### Cell outlines without signal wires, run 1

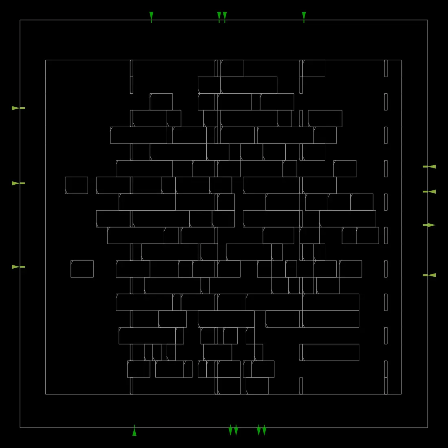
### Metal layers overlaid, run 1

Scale: 8 px per um. Two of the layers only.
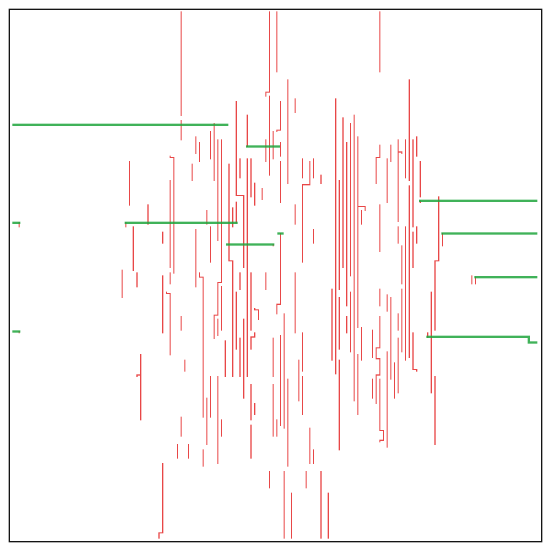
### Pin map, run 1

Scale: 8 px per um. Pins as bars across the die edge, other pins in gray.
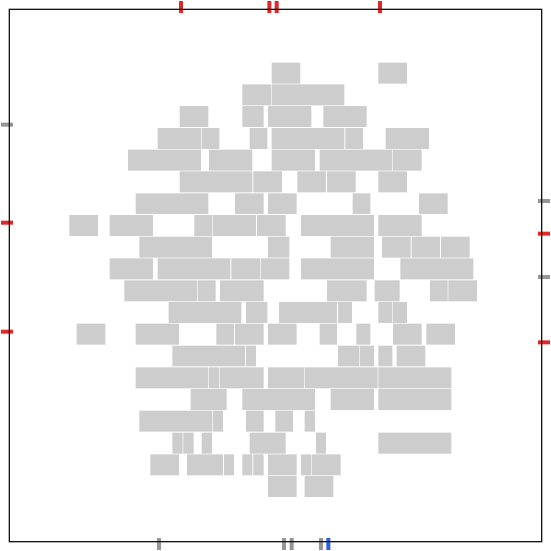
===== src/rtl/serdes_pkg.sv =====
// Shared definitions for the serializer/deserializer pair: FSM encodings,
// bit-order selectors and counter sizing.
package serdes_pkg;

   localparam logic [0:0] ST_IDLE  = 1'b0;
   localparam logic [0:0] ST_SHIFT = 1'b1;

   localparam int MSB_FIRST = 0;
   localparam int LSB_FIRST = 1;

   // Bits needed to count 0..n-1; never narrower than one bit.
   function automatic int clog2_w(input int n);
      return (n <= 2) ? 1 : $clog2(n);
   endfunction

endpackage


===== src/rtl/ser_bit_counter.sv =====
// Modulo-WIDTH bit counter that tracks the position inside a serial frame,
// with first/last flags for the frame boundary logic.
module ser_bit_counter
   import serdes_pkg::*;
#(
   parameter int WIDTH = 8,
   localparam int CW   = clog2_w(WIDTH)
) (
   input  logic          clk,
   input  logic          rst,
   input  logic          i_clear,
   input  logic          i_en,
   output logic [CW-1:0] o_cnt,
   output logic          o_is_first,
   output logic          o_is_last
);

   localparam logic [CW-1:0] LAST = CW'(WIDTH - 1);

   logic [CW-1:0] r_cnt;
   logic          w_is_last;

   assign w_is_last = (r_cnt == LAST);

   // NOTE: sequential state uses non-blocking assignments so every flop samples pre-edge values.
   always_ff @(posedge clk or posedge rst) begin
      if (rst) begin
         r_cnt <= '0;
      end else if (i_clear) begin
         r_cnt <= '0;
      end else if (i_en) begin
         r_cnt <= w_is_last ? '0 : r_cnt + 1'b1;
      end
   end

   assign o_cnt      = r_cnt;
   assign o_is_first = (r_cnt == '0);
   assign o_is_last  = w_is_last;

endmodule


===== src/rtl/piso_serializer.sv =====
// Parallel-in/serial-out serializer with a one-word hold buffer so that
// consecutive frames leave back-to-back on ser_out.
module piso_serializer #(
   parameter int WIDTH     = 8,
   parameter int LSB_FIRST = 0
) (
   input  logic             clk,
   input  logic             rst,
   input  logic [WIDTH-1:0] in_data,
   input  logic             in_valid,
   output logic             in_ready,
   output logic             ser_out,
   output logic             ser_valid,
   output logic             frame_start,
   output logic             busy
);

   import serdes_pkg::ST_IDLE;
   import serdes_pkg::ST_SHIFT;
   import serdes_pkg::clog2_w;

   localparam int CW         = clog2_w(WIDTH);
   localparam bit SEND_LSB_1ST = (LSB_FIRST == serdes_pkg::LSB_FIRST);

   logic [0:0]       r_state;
   logic [WIDTH-1:0] r_sreg;
   logic [WIDTH-1:0] r_hold;
   logic             r_hold_full;

   logic             w_xfer;
   logic             w_shifting;
   logic [CW-1:0]    w_cnt;
   logic             w_is_first;
   logic             w_is_last;
   logic [WIDTH-1:0] w_sreg_shifted;

   assign in_ready   = !r_hold_full;
   assign w_xfer     = in_valid && in_ready;
   assign w_shifting = (r_state == ST_SHIFT);

   // The vacated end of the shift register always fills with 0.
   assign w_sreg_shifted = SEND_LSB_1ST ? {1'b0, r_sreg[WIDTH-1:1]}
                                        : {r_sreg[WIDTH-2:0], 1'b0};

   ser_bit_counter #(
      .WIDTH (WIDTH)
   ) u_bit_counter (
      .clk        (clk),
      .rst        (rst),
      .i_clear    (!w_shifting),
      .i_en       (w_shifting),
      .o_cnt      (w_cnt),
      .o_is_first (w_is_first),
      .o_is_last  (w_is_last)
   );

   always_ff @(posedge clk or posedge rst) begin
      if (rst) begin
         r_state     <= ST_IDLE;
         r_sreg      <= '0;
         r_hold      <= '0;
         r_hold_full <= 1'b0;
      end else begin
         case (r_state)
            ST_IDLE: begin
               if (w_xfer) begin
                  r_sreg  <= in_data;
                  r_state <= ST_SHIFT;
               end
            end
            ST_SHIFT: begin
               if (!w_is_last) begin
                  r_sreg <= w_sreg_shifted;
                  if (w_xfer) begin
                     r_hold      <= in_data;
                     r_hold_full <= 1'b1;
                  end
               end else if (r_hold_full) begin
                  r_sreg      <= r_hold;
                  r_hold_full <= 1'b0;
               end else if (w_xfer) begin
                  // Word offered on the last bit skips the hold buffer.
                  r_sreg <= in_data;
               end else begin
                  r_state <= ST_IDLE;
               end
            end
            default: r_state <= ST_IDLE;
         endcase
      end
   end

   assign ser_valid   = w_shifting;
   assign ser_out     = ser_valid & (SEND_LSB_1ST ? r_sreg[0] : r_sreg[WIDTH-1]);
   assign frame_start = ser_valid & w_is_first;
   assign busy        = ser_valid | r_hold_full;

   logic w_unused_cnt;
   assign w_unused_cnt = ^w_cnt;

endmodule


===== config.mk =====
export PLATFORM = sky130hd
export DESIGN_NAME = piso_serializer
export DESIGN_NICKNAME = d
export VERILOG_FILES = /design/src/rtl/serdes_pkg.sv /design/src/rtl/ser_bit_counter.sv /design/src/rtl/piso_serializer.sv
export SDC_FILE = /design/constraint.sdc
export NUM_CORES = 1
export LEC_CHECK = 0
export CORE_MARGIN = 4
export CORE_UTILIZATION = 35
export CTS_CLUSTER_SIZE = 30
export DETAILED_ROUTE_END_ITERATION = 8
export PLACE_DENSITY_LB_ADDON = 0.3
export SYNTH_ARGS = -nofsm -noshare
export SYNTH_HDL_FRONTEND = slang
export SYNTH_SLANG_ARGS = --single-unit

===== constraint.sdc =====
create_clock -name clk -period 4.9 [get_ports clk]
set_input_delay 0.735 -clock clk [delete_from_list [all_inputs] [get_ports clk]]
set_output_delay 0.735 -clock clk [all_outputs]
set_load 0.005 [all_outputs]

==> results_slide.txt, run 1 <==
Implementation Results

Power
  • LEAKAGE: 0.676 nW
  • P_sw: 0.293 mW
  • Seq pwr share: 40.7%
  • Overall Power: 0.805 mW
  • Internal power: 0.512 mW
  • Power density over the cells: 582 mW/mm2
  • P_seq: 0.328 mW
  • Clock network power share: 10.1%
  • Switching Share: 36.5%

Timing
  • Post-Route Setup TNS: 0 ns
  • WHS: 0.469 ns
  • Final setup vio count: 0
  • Fin. max-slew vios: 0
  • Max Fclk: 0.418 GHz
  • Relative slew slack: 49.1%

Die
  • TAP cells: 44
  • Core ar.: 0.00315 mm2
  • Die Width: 66.4 um

Finish
  • Invs w/o clock: 6
  • Final instance area: 0.00138 mm2
  • Share of cells above drive strength 1: 19.6%
  • Layout clock buffer count: 4
  • Comb. cell area: 603 um2
  • Count of plain and timing-repair buffers: 15
  • Synth-to-layout area growth: 15.9%
  • Most numerous logic cells after layout: dfrtp_1 (21), mux2i_1 (16), clkdlybuf4s50_1 (15)
  • Leading cell kind: logic gates
  • Logic share of the area: 43.6%

Placement
  • PortBufs: 15
  • Placed inst area: 0.00136 mm2

Detailed routing
  • Residual DRC count: 0
  • Initial DRC count: 38
  • WL met1: 980 um
  • Top layer used by detailed routing: met4

Synth
  • Synth async-reset ratio: 100%
  • Post-Synth Adder-Cell Area: 4.20%
  • Yosys top cell by instances: dfrtp_1
  • Yosys cell count: 92
  • Dominant comb cell: multiplexers
  • Dominant cell area share: 44.1%
  • Net count after synthesis: 107
  • Cell taking the most area after synthesis: dfrtp_1
  • Simple-Gate Area Share: 7.97%
  • Synth warn: 0
  • Distinct lib cells: 23
  • Post-synthesis compound-gate area fraction: 14.9%
  • Area contributors post-synth: dfrtp_1 (44%), mux2i_1 (13%), mux2_4 (10%)
  • Yosys chip area: 0.00119 mm2
  • Seq share, synth: 44.1%

Worst setup path
  • RR Startpoint: u_bit_counter.o_cnt[0]
  • Worst setup endpoint: busy
  • CP bufs+invs: 2
  • Worst reg2reg endpoint: r_hold[6]
  • Critical Path Source: ser_valid

Clock network
  • CTS Buf Count: 3
  • CTS tree: built
  • Post-CTS setup buffers: 0
  • Clk latency late pin: 0.30 ns
  • CTS Buffer Depth: 2

GRT
  • GRT Residual Overflow: 0
  • Largest net degree at the start of global routing: 22
  • Vias in the first global route: 779

Min path
  • WHS Path Cells: 1
  • Hold Path Origin: u_bit_counter.o_cnt[0]

Run status
  • Status: completed
Back to the opening pictures, 'Cell outlines without signal wires':
Non-Filler Instances: 151
# rows: 20
fraction of area in registers: 38.0%
Layout Utilization: 43.8%
flop count: 21

Back to the opening pictures, 'Metal layers overlaid':
Key: green = metal 3 [wire length 99.8 um]; red = metal 2 [wire length 1040 um]

Back to the opening pictures, 'Pin map':
Key: red = `in_data` [pins 8, direction input, edge 4 top, 2 right, 2 left]; blue = `busy` [pins 1, direction output, edge bottom]

==> run 2, diff against run 1 <==
==> constraint.sdc (replaced) <==
create_clock -name clk -period 2.5 [get_ports clk]
set_input_delay 0.375 -clock clk [delete_from_list [all_inputs] [get_ports clk]]
set_output_delay 0.375 -clock clk [all_outputs]
set_load 0.005 [all_outputs]
### Sizing map, run 2

Scale: 8 px per um.
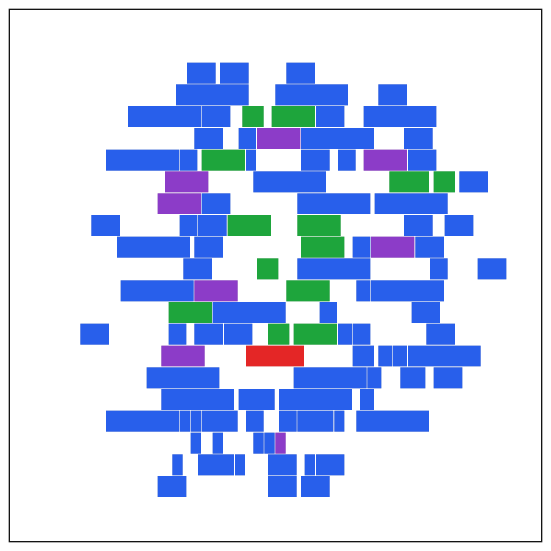
Key: blue = _0 and _1 cells [cells 86]; purple = _2 cells [cells 8]; red = _6 and larger [cells 1]; green = _3 and _4 cells [cells 13]

### Metal layers overlaid, run 2

Scale: 8 px per um. Two of the layers only.
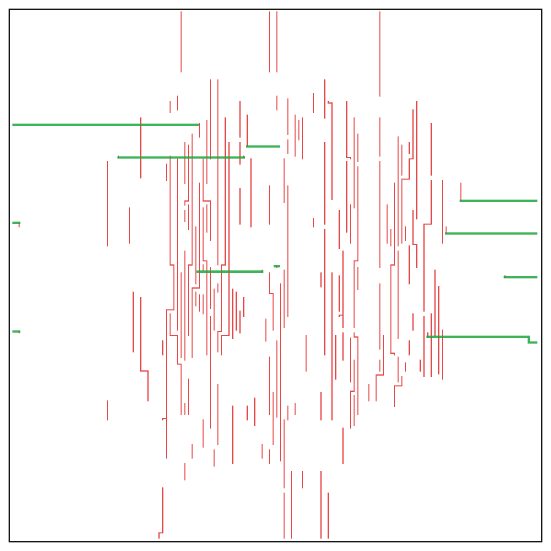
Key: red = metal 2 [wire length 1090 um]; green = metal 3 [wire length 91.1 um]

==> run 2 against run 1 <==
Clock skew shrank 0.0026 ns. Non-clock buffer count rose by 1. Global-route usage increased by 1.2 points. Worst hold slack better by 0.0014 ns. Worst setup slack got worse by 2.1 ns. Largest cell class unchanged. Largest power group unchanged. Highest routed layer unchanged.
==> results_slide.txt, run 2 <==
Implementation Results

Run status
  • Status: completed

Finish
  • Invs w/o clock: 6
  • Layout Utilization: 44.1%
  • Leading cell kind: logic gates
  • Most numerous logic cells after layout: dfrtp_1 (21), mux2i_1 (16), clkdlybuf4s50_1 (15)
  • Logic share of the area: 43.4%
  • Share of cells above drive strength 1: 20.4%
  • Fraction of area in registers: 37.8%
  • Synth-to-layout area growth: 16.6%

Die
  • Core ar.: 0.00315 mm2
  • # rows: 20
  • Die Width: 66.4 um

Clock network
  • Clk latency late pin: 0.31 ns
  • Post-CTS setup buffers: 0
  • CTS tree: built
  • CTS Buf Count: 3
  • CTS Buffer Depth: 2

Power
  • Clock network power share: 10.9%
  • Switching Share: 37.3%
  • Overall Power: 1.60 mW
  • LEAKAGE: 0.681 nW
  • Power density over the cells: 1150 mW/mm2

Timing
  • Final setup vio count: 0
  • Max Fclk: 0.485 GHz
  • Post-Route Setup TNS: 0 ns

Synth
  • Yosys top cell by instances: dfrtp_1
  • Dominant cell area share: 44.1%
  • Seq share, synth: 44.1%
  • Synth warn: 0
  • Post-synthesis compound-gate area fraction: 14.9%
  • Yosys cell count: 92
  • Dominant comb cell: multiplexers
  • Synth async-reset ratio: 100%
  • Area contributors post-synth: dfrtp_1 (44%), mux2i_1 (13%), mux2_4 (10%)

Detailed routing
  • Initial DRC count: 34
  • Top layer used by detailed routing: met4

Placement
  • Placed inst area: 0.00136 mm2
  • PortBufs: 15

Worst setup path
  • Worst reg2reg endpoint: r_hold[2]
  • Critical Path Source: ser_valid

Min path
  • WHS Path Cells: 1

GRT
  • GRT Residual Overflow: 0
  • Largest net degree at the start of global routing: 22
  • Vias in the first global route: 801
Power is estimated from default activity; no workload was simulated.
